==> run_1/clk_routes.png <==
Bar = 20 um.
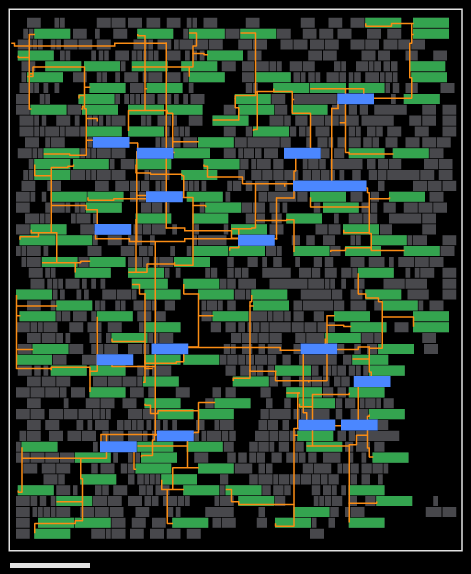
==> run_1/logic_types.png <==
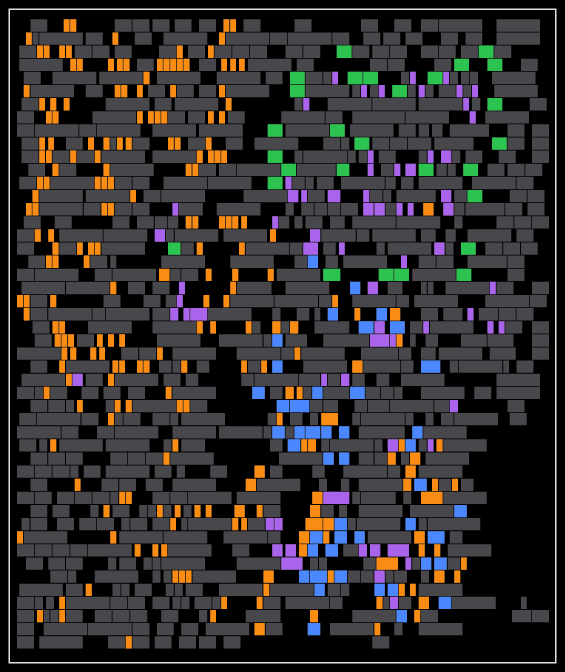
==> run_1/congestion.png <==
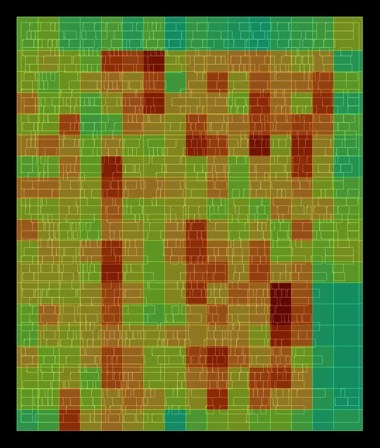
===== config.mk =====
export PLATFORM = sky130hd
export DESIGN_NAME = load_store_unit
export DESIGN_NICKNAME = d
export VERILOG_FILES = /design/src/rtl/load_store_unit.sv
export SDC_FILE = /design/constraint.sdc
export NUM_CORES = 1
export LEC_CHECK = 0
export ABC_CLOCK_PERIOD_IN_PS = 2500
export CORE_ASPECT_RATIO = 1.2
export CORE_UTILIZATION = 48
export CTS_CLUSTER_DIAMETER = 150
export CTS_CLUSTER_SIZE = 10
export DETAILED_ROUTE_END_ITERATION = 10
export PLACE_DENSITY_LB_ADDON = 0.1
export SLEW_MARGIN = 20
export SYNTH_ARGS = -nofsm -noshare
export SYNTH_HDL_FRONTEND = slang
export SYNTH_SLANG_ARGS = --single-unit

===== constraint.sdc =====
create_clock -name clk -period 2.5 [get_ports clk]
set_clock_uncertainty 0.2 [all_clocks]
set_input_delay 0.5 -clock clk [delete_from_list [all_inputs] [get_ports clk]]
set_output_delay 0.5 -clock clk [all_outputs]
set_load 0.01 [all_outputs]

===== src/rtl/load_store_unit.sv =====
// load_store_unit: RV32 memory-access stage driving a req/ack data bus and formatting load data.
// Optional misaligned-access rejection is enabled with `define MISALIGN_TRAP_EN.
module load_store_unit #(
    parameter int unsigned TIMEOUT = 255
) (
    input  logic        clk,
    input  logic        rst_n,
    input  logic        ld,
    input  logic        st,
    input  logic [2:0]  funct3,
    input  logic [31:0] addr,
    input  logic [31:0] store_data,
    output logic        stall,
    output logic        done,
    output logic [31:0] mem_read_data,
    output logic        misaligned,
    output logic        bus_err,
    output logic        bus_req,
    output logic        bus_we,
    output logic [31:0] bus_addr,
    output logic [31:0] bus_wdata,
    output logic [3:0]  bus_be,
    input  logic [31:0] bus_rdata,
    input  logic        bus_ack
);
    typedef enum logic [1:0] {IDLE, WAIT, DONE} state_t;

    state_t      state;
    logic        is_ld;
    logic [2:0]  f3_q;
    logic [1:0]  off_q;
    logic [31:0] cnt;
    logic        req, reject, st_byte, st_half, timed_out;
    logic [3:0]  be_d;
    logic [31:0] wdata_d, ld_val;
    logic [7:0]  rd_byte;
    logic [15:0] rd_half;

    assign req     = state == IDLE && (ld || st);
    assign st_byte = funct3 == 3'b000;
    assign st_half = funct3 == 3'b001;

`ifdef MISALIGN_TRAP_EN
    logic ld_byte, ld_half, half_acc, word_acc;
    assign ld_byte  = funct3[1:0] == 2'b00;
    assign ld_half  = funct3[1:0] == 2'b01;
    assign half_acc = ld ? ld_half : st_half;
    assign word_acc = ld ? !(ld_byte || ld_half) : !(st_byte || st_half);
    assign reject   = req && ((half_acc && addr[0]) || (word_acc && addr[1:0] != 2'b00));
`else
    assign reject   = 1'b0;
`endif

    assign misaligned = reject;
    assign stall      = (req && !reject) || state == WAIT;

    // Loads always fetch the full word; only stores narrow the byte enables.
    assign be_d    = ld ? 4'b1111 : st_byte ? 4'b0001 << addr[1:0] :
                     st_half ? (addr[1] ? 4'b1100 : 4'b0011) : 4'b1111;
    assign wdata_d = st_byte ? {4{store_data[7:0]}} : st_half ? {2{store_data[15:0]}} : store_data;

    assign rd_byte = off_q == 2'd0 ? bus_rdata[7:0] : off_q == 2'd1 ? bus_rdata[15:8] :
                     off_q == 2'd2 ? bus_rdata[23:16] : bus_rdata[31:24];
    assign rd_half = off_q[1] ? bus_rdata[31:16] : bus_rdata[15:0];
    assign ld_val  = f3_q == 3'b000 ? {{24{rd_byte[7]}}, rd_byte} :
                     f3_q == 3'b001 ? {{16{rd_half[15]}}, rd_half} :
                     f3_q == 3'b100 ? {24'd0, rd_byte} :
                     f3_q == 3'b101 ? {16'd0, rd_half} : bus_rdata;

    assign timed_out = TIMEOUT != 0 && cnt == TIMEOUT - 1;

    always_ff @(posedge clk or negedge rst_n) begin
        if (!rst_n) begin
            state         <= IDLE;
            is_ld         <= 1'b0;
            f3_q          <= 3'd0;
            off_q         <= 2'd0;
            cnt           <= 32'd0;
            done          <= 1'b0;
            bus_err       <= 1'b0;
            mem_read_data <= 32'd0;
            bus_req       <= 1'b0;
            bus_we        <= 1'b0;
            bus_addr      <= 32'd0;
            bus_wdata     <= 32'd0;
            bus_be        <= 4'd0;
        end else begin
            done    <= 1'b0;
            bus_err <= 1'b0;
            case (state)
                IDLE: if (req && !reject) begin
                    state     <= WAIT;
                    is_ld     <= ld;
                    f3_q      <= funct3;
                    off_q     <= addr[1:0];
                    cnt       <= 32'd0;
                    bus_req   <= 1'b1;
                    bus_we    <= !ld;
                    bus_addr  <= {addr[31:2], 2'b00};
                    bus_wdata <= wdata_d;
                    bus_be    <= be_d;
                end
                WAIT: if (bus_ack) begin
                    state   <= DONE;
                    done    <= 1'b1;
                    bus_req <= 1'b0;
                    if (is_ld) mem_read_data <= ld_val;
                end else if (timed_out) begin
                    state   <= DONE;
                    done    <= 1'b1;
                    bus_err <= 1'b1;
                    bus_req <= 1'b0;
                    if (is_ld) mem_read_data <= 32'd0;
                end else begin
                    cnt <= cnt + 32'd1;
                end
                DONE:    state <= IDLE;
                default: state <= IDLE;
            endcase
        end
    end
endmodule


==> Changelog: implementation, run 1 <==
### Metrics

* Status: completed
* Leak at 0.00446 uW
* Synth warn at 0
* Origin of the worst setup path: bus_ack
* Hold endpoint: bus_wdata[1]$_DFFE_PN0P_
* Routed WL at 20,100 um
* Dpl ws at -0.403 ns
* Async set-or-reset flop fraction in the synthesized netlist at 100%
* TritonCTS clock tree: built
* Antenna violations before repair at 0
* Top-area cell share at 50.1%
* Clock power share at 22.5%
* Post-DP HPWL at 14,100 um
* Critical path's slowest cell: or3b_2
* Chip footprint at 15,300 um^2
* Hold_buf cts at 1
* Reg-to-Reg End: cnt[20]$_DFFE_PN0P_
* Stage-log warning count at 29
* Fin worst setup slack at 0.0453 ns
* First-pass GRT wire length at 32,200 um
* Top cells by area: dfrtp_1 50%, nand2_1 10%, mux2i_1 5.9%
* Distinct lib cells at 59
* Most instantiated logic cells after routing: 204 x clkdlybuf4s50_1, 194 x nand2_1, 142 x dfrtp_1
* CP arrival at 2.58 ns
* WL met2 at 10,100 um
* Sequential power at 3640 uW
* Clk sinks at 142
* Post-synthesis register bit count at 142
* Synth top cell by count: nand2_1
* Synth area leader: dfrtp_1
* PnR Total Power at 11,100 uW
* Max Fclk at 407 MHz
* Pwr per Cell Area at 1090 nW/um^2
* DR top layer: met4
* Most frequent cells after synthesis: 195 x nand2_1, 142 x dfrtp_1, 60 x o21ai_0, 42 x mux2i_1, 38 x nor2_1
* XOR Share, Synth at 0.247%
* GP Congestion at 0.845
* Levels on crit path at 7
* Setup violations, final at 0
* Critical Path End Type: flop
* Largest net degree at the start of global routing at 109
* Fin crit period at 2.45 ns
* Worst setup SP type: input pin
* Critical-path cell list: clkdlybuf4s50_1 > or3b_2 > o21ai_2 > o311ai_4 > buf_4 > or3_1 > a21oi_1
* Final net count at 1,076
* Synth-to-Final Area Change at 43.5%
* Comb pwr share at 44.6%
* R2r startpoint: cnt[0]$_DFFE_PN0P_
* Hold Slack at 0.274 ns
* CP delay by family, top: simple AND/OR/NAND/NOR gates
* Iter 0 DRT Violations at 325
* Mux frac, synth at 8.79%
* Met3 routed WL at 1500 um
* Die X-Extent at 113 um
* Cycle use final at 98.2%
* Yosys aoi share at 13.9%
* Dominant flop cell: dfrtp_1
-- clk_routes.png (at the start) --
- flip-flops: green (count 142)
- clock drivers: blue (count 17)
- clock wires: orange (length 1,740 um)
- flops lie: all over the die
- routed clock nets: 18

-- logic_types.png (at the start) --
- and/or cells: blue (cells 45)
- nor cells: purple (cells 68)
- non-inverting ao/oa cells: green (cells 28)
- nand cells: orange (cells 224; where all over the die)

-- congestion.png (at the start) --
met3 usage: 8.46%
wire length per cell: 17.3 um
met1 usage: 32.9%
GR Layer Usage met2: 45.4%

==> run 1: registers in the layout, summed over array words and instances (netlist names) <==
name           count
bus_req            1
bus_we             1
state              2
is_ld              1
cnt               32
bus_be             4
done               1
off_q              2
mem_read_data     32
bus_wdata         32
bus_err            1
bus_addr          30
f3_q               3
==> run 1: final cells by class <==
class | instances | area (um^2)
fill | 1071 | 4240
timing repair buffer | 252 | 2470
multi-input combinational | 551 | 3320
clock inverter | 9 | 109
inverter | 6 | 22.5
tap | 175 | 219
clock buffer | 23 | 478
sequential | 142 | 3550
==> run 1: stage by stage <==
step | util [%] | instance area, um^2
finish | 70.6 | 10200
global route | 70.6 | 10200
CTS | 70.1 | 10100
detailed placement | 65.8 | 9480
global placement | 65.8 | 9480
floorplan | - | 7100
==> run_1/placement_by_type.png <==
Bar = 20 um.
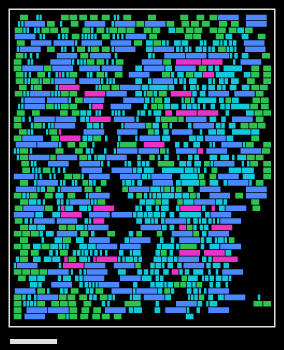

==> run 2: changes to the inputs <==
--- a/config.mk
+++ b/config.mk
@@ -7,6 +7,7 @@
 export LEC_CHECK = 0
 export ABC_CLOCK_PERIOD_IN_PS = 2500
 export CORE_ASPECT_RATIO = 1.2
+export CORE_MARGIN = 2
 export CORE_UTILIZATION = 48
 export CTS_CLUSTER_DIAMETER = 150
 export CTS_CLUSTER_SIZE = 10
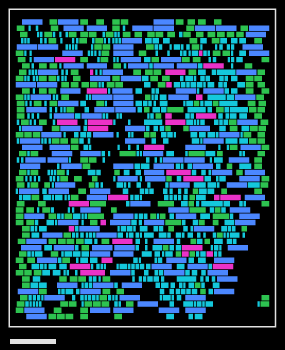
(run_2/placement_by_type.png)
Bar = 20 um.
- combinational and other logic: cyan (cells 556)
- sequential cells: blue (cells 142)
- remaining buffers and delay cells: green (cells 252)
- clock drivers and dummy loads: magenta (cells 31)

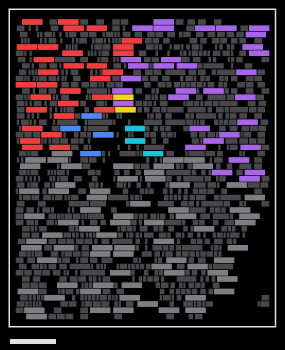
(run_2/flops_by_reg.png)
Bar = 20 um.
- `mem_read_data`: purple (flops 32)
- `f3_q`: cyan (flops 3)
- `off_q`: yellow (flops 2)
- `bus_be`: blue (flops 4)
- `bus_addr`: red (flops 30; where north-west)

==> Changelog: implementation, run 2 <==
### Metrics

* R2r startpoint: cnt[28]$_DFFE_PN0P_
* Most instantiated logic cells after routing: 204 x clkdlybuf4s50_1, 195 x nand2_1, 142 x dfrtp_1
* Final instance area at 10,200 um^2
* Setup violations, final at 0
* Hold_buf cts at 1
* Stage-log warning count at 29
* Die X-Extent at 115 um
* Post-synthesis register bit count at 142
* Pwr per Cell Area at 1100 nW/um^2
* PnR Total Power at 11,200 uW
* Fin crit period at 2.46 ns
* Chip footprint at 15,800 um^2
* Distinct lib cells at 59
* Met3 usage at 9.79%
* FF+latch area at 3550 um^2
* Synth area leader: dfrtp_1
* Status: completed
* Fin worst setup slack at 0.0412 ns
* GP Congestion at 0.850
* Cycle use final at 98.4%
* Critical Path End Type: output pin
* Worst setup SP type: input pin
* Wire length per cell at 17.2 um
* Mux frac, synth at 8.79%
* Logic area at 3290 um^2
* Clk sinks at 142
* Reg-to-Reg End: cnt[2]$_DFFE_PN0P_
* Synth top cell by count: nand2_1
* Antenna violations before repair at 0
* Max Fclk at 407 MHz
* Top cells by area: dfrtp_1 50%, nand2_1 10%, mux2i_1 5.9%
* CP arrival at 1.76 ns
* Synth warn at 0
* Levels on crit path at 6
* CP delay by family, top: buffers and inverters
* Largest net degree at the start of global routing at 106
[run 2: cell counts after synthesis]
Identical to the previous run, type by type.
[run 2: where the power goes]
group          internal [uW]  leakage, uW  switching [uW]
sequential              3140      0.00180             491
clock                   1590     0.000285            1020
combinational           2580      0.00239            2420
total                   7310      0.00447            3930
[run 2: cell type report]
type | instances | area share [%]
timing repair buffer | 252 | 24.7
clock inverter | 13 | 1.62
multi-input combinational | 550 | 32.2
inverter | 6 | 0.221
clock buffer | 18 | 4.30
tap | 175 | 2.14
sequential | 142 | 34.8
==> run 3: changes to the inputs <==
--- a/config.mk
+++ b/config.mk
@@ -12,6 +12,7 @@
 export CTS_CLUSTER_DIAMETER = 150
 export CTS_CLUSTER_SIZE = 10
 export DETAILED_ROUTE_END_ITERATION = 10
+export HOLD_SLACK_MARGIN = 0.06
 export PLACE_DENSITY_LB_ADDON = 0.1
 export SLEW_MARGIN = 20
 export SYNTH_ARGS = -nofsm -noshare
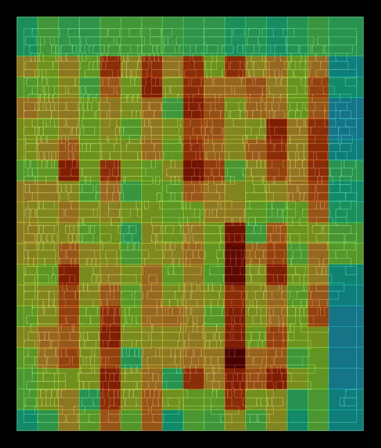
(run_3/congestion.png)
GR Layer Usage met2: 42.2%
post-layout utilization of the core: 70.8%

==> Changelog: implementation, run 3 <==
### Metrics

* Status: completed
* Sequential Power Share at 32.3%
* Iter 0 DRT Violations at 366
* Post-DP HPWL at 14,300 um
* Most instantiated logic cells after routing: 204 x clkdlybuf4s50_1, 195 x nand2_1, 142 x dfrtp_1
* Final instance area at 10,200 um^2
* Distinct lib cells at 59
* Async set-or-reset flop fraction in the synthesized netlist at 100%
* GP Congestion at 0.850
* Levels on crit path at 6
* Least-Margin Pin Slew at 1.10 ns
* Fin worst setup slack at 0.0412 ns
* Chip footprint at 15,800 um^2
* Dpl ws at -0.330 ns
* WL met2 at 9790 um
* Clk sinks at 142
* Pint at 7310 uW
* Met1 usage at 31.5%
* Fill count at 1,095
* Largest net degree at the start of global routing at 106
* Top-area cell share at 50.1%
* Top cells by area: dfrtp_1 50%, nand2_1 10%, mux2i_1 5.9%
* R2r startpoint: cnt[28]$_DFFE_PN0P_
* Comb pwr share at 44.4%
* Pwr per Cell Area at 1100 nW/um^2
* Stage-log warning count at 29
* Most frequent cells after synthesis: 195 x nand2_1, 142 x dfrtp_1, 60 x o21ai_0, 42 x mux2i_1, 38 x nor2_1
* Hold endpoint: is_ld$_DFFE_PN0P_
* First-pass GRT wire length at 31,800 um
* Worst setup SP type: input pin
* Number of logic gates at 550
* Met3 usage at 9.79%
* Wire length per cell at 17.2 um
* Sequential share of cell area at 34.8%
* Antenna violations before repair at 0
* Hold Slack at 0.270 ns
* Yosys aoi share at 13.9%
* DR top layer: met4
* Met3 routed WL at 1600 um
* Top flop regs: bus_wdata: 32 flops, cnt: 32 flops, mem_read_data: 32 flops
* Final net count at 1,075
* XOR Share, Synth at 0.247%
* ClkCell Share at 5.92%
* Post-route ant nets at 0
* Fin crit period at 2.46 ns
* Largest area class, layout: sequential cells
* FF+latch area at 3550 um^2
* Critical path's slowest cell: clkdlybuf4s50_1
* All-Layer GR Usage at 25.8%
* Critical-path cell list: clkdlybuf4s50_1 > nor2_2 > buf_12 > or2_4 > nand2_1 > dlygate4sd2_1
* Max Fclk at 407 MHz
* Synth area leader: dfrtp_1
* Tapcell count at 175
* Post-synthesis register bit count at 142
* Critical Path End Type: output pin
* Sw frac at 35.0%
* Sequential cell count at 142
* Leak at 0.00447 uW
* Cycle use final at 98.4%
* Synth warn at 0
* CP arrival at 1.76 ns
* P_sw at 3930 uW
* Non-clock inverters at 6
* Logic area at 3290 um^2
* Setup violations, final at 0
* Die X-Extent at 115 um
* TritonCTS clock tree: built
* CP delay by family, top: buffers and inverters
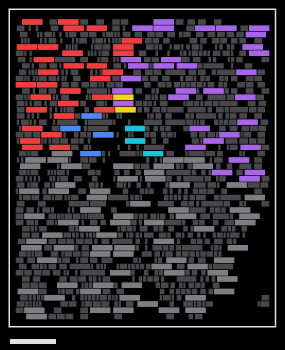
(run_3/flops_by_reg.png)
Bar = 20 um.
- `bus_addr`: red (flops 30; where north-west)
- `f3_q`: cyan (flops 3)
- `mem_read_data`: purple (flops 32)
- `bus_be`: blue (flops 4)
- `off_q`: yellow (flops 2)

## run 3: cell counts in the layout (fill, tap and decap cells not counted)
Identical to the previous run, type by type.
## run 3: repair_timing
item / in CTS / in global routing
resized: 3 / 4
hold endpoints to repair: 47 / 0
setup endpoints to repair: 46 / 46
hold buffers: 1 / 0
## run 3: through the flow
stage | util, % | total power [uW]
2_1_floorplan | - | 6090
3_5_place_dp | 66.4 | 8660
4_1_cts | 70.7 | 11300
3_3_place_gp | 66.4 | 8520
5_1_grt | 70.8 | 11900
6_report | 70.8 | 11200
## run 3: power by group through the flow
stage                     Sequential, uW  Combinational, uW  Clock [uW]
after global placement              3610               4910           0
after detailed placement            3660               5000           0
after floorplan                     3950               2140           0
after global routing                3730               5450        2740
final                               3630               4990        2610
after CTS                           3630               5040        2650
Power is estimated from default activity; no workload was simulated.
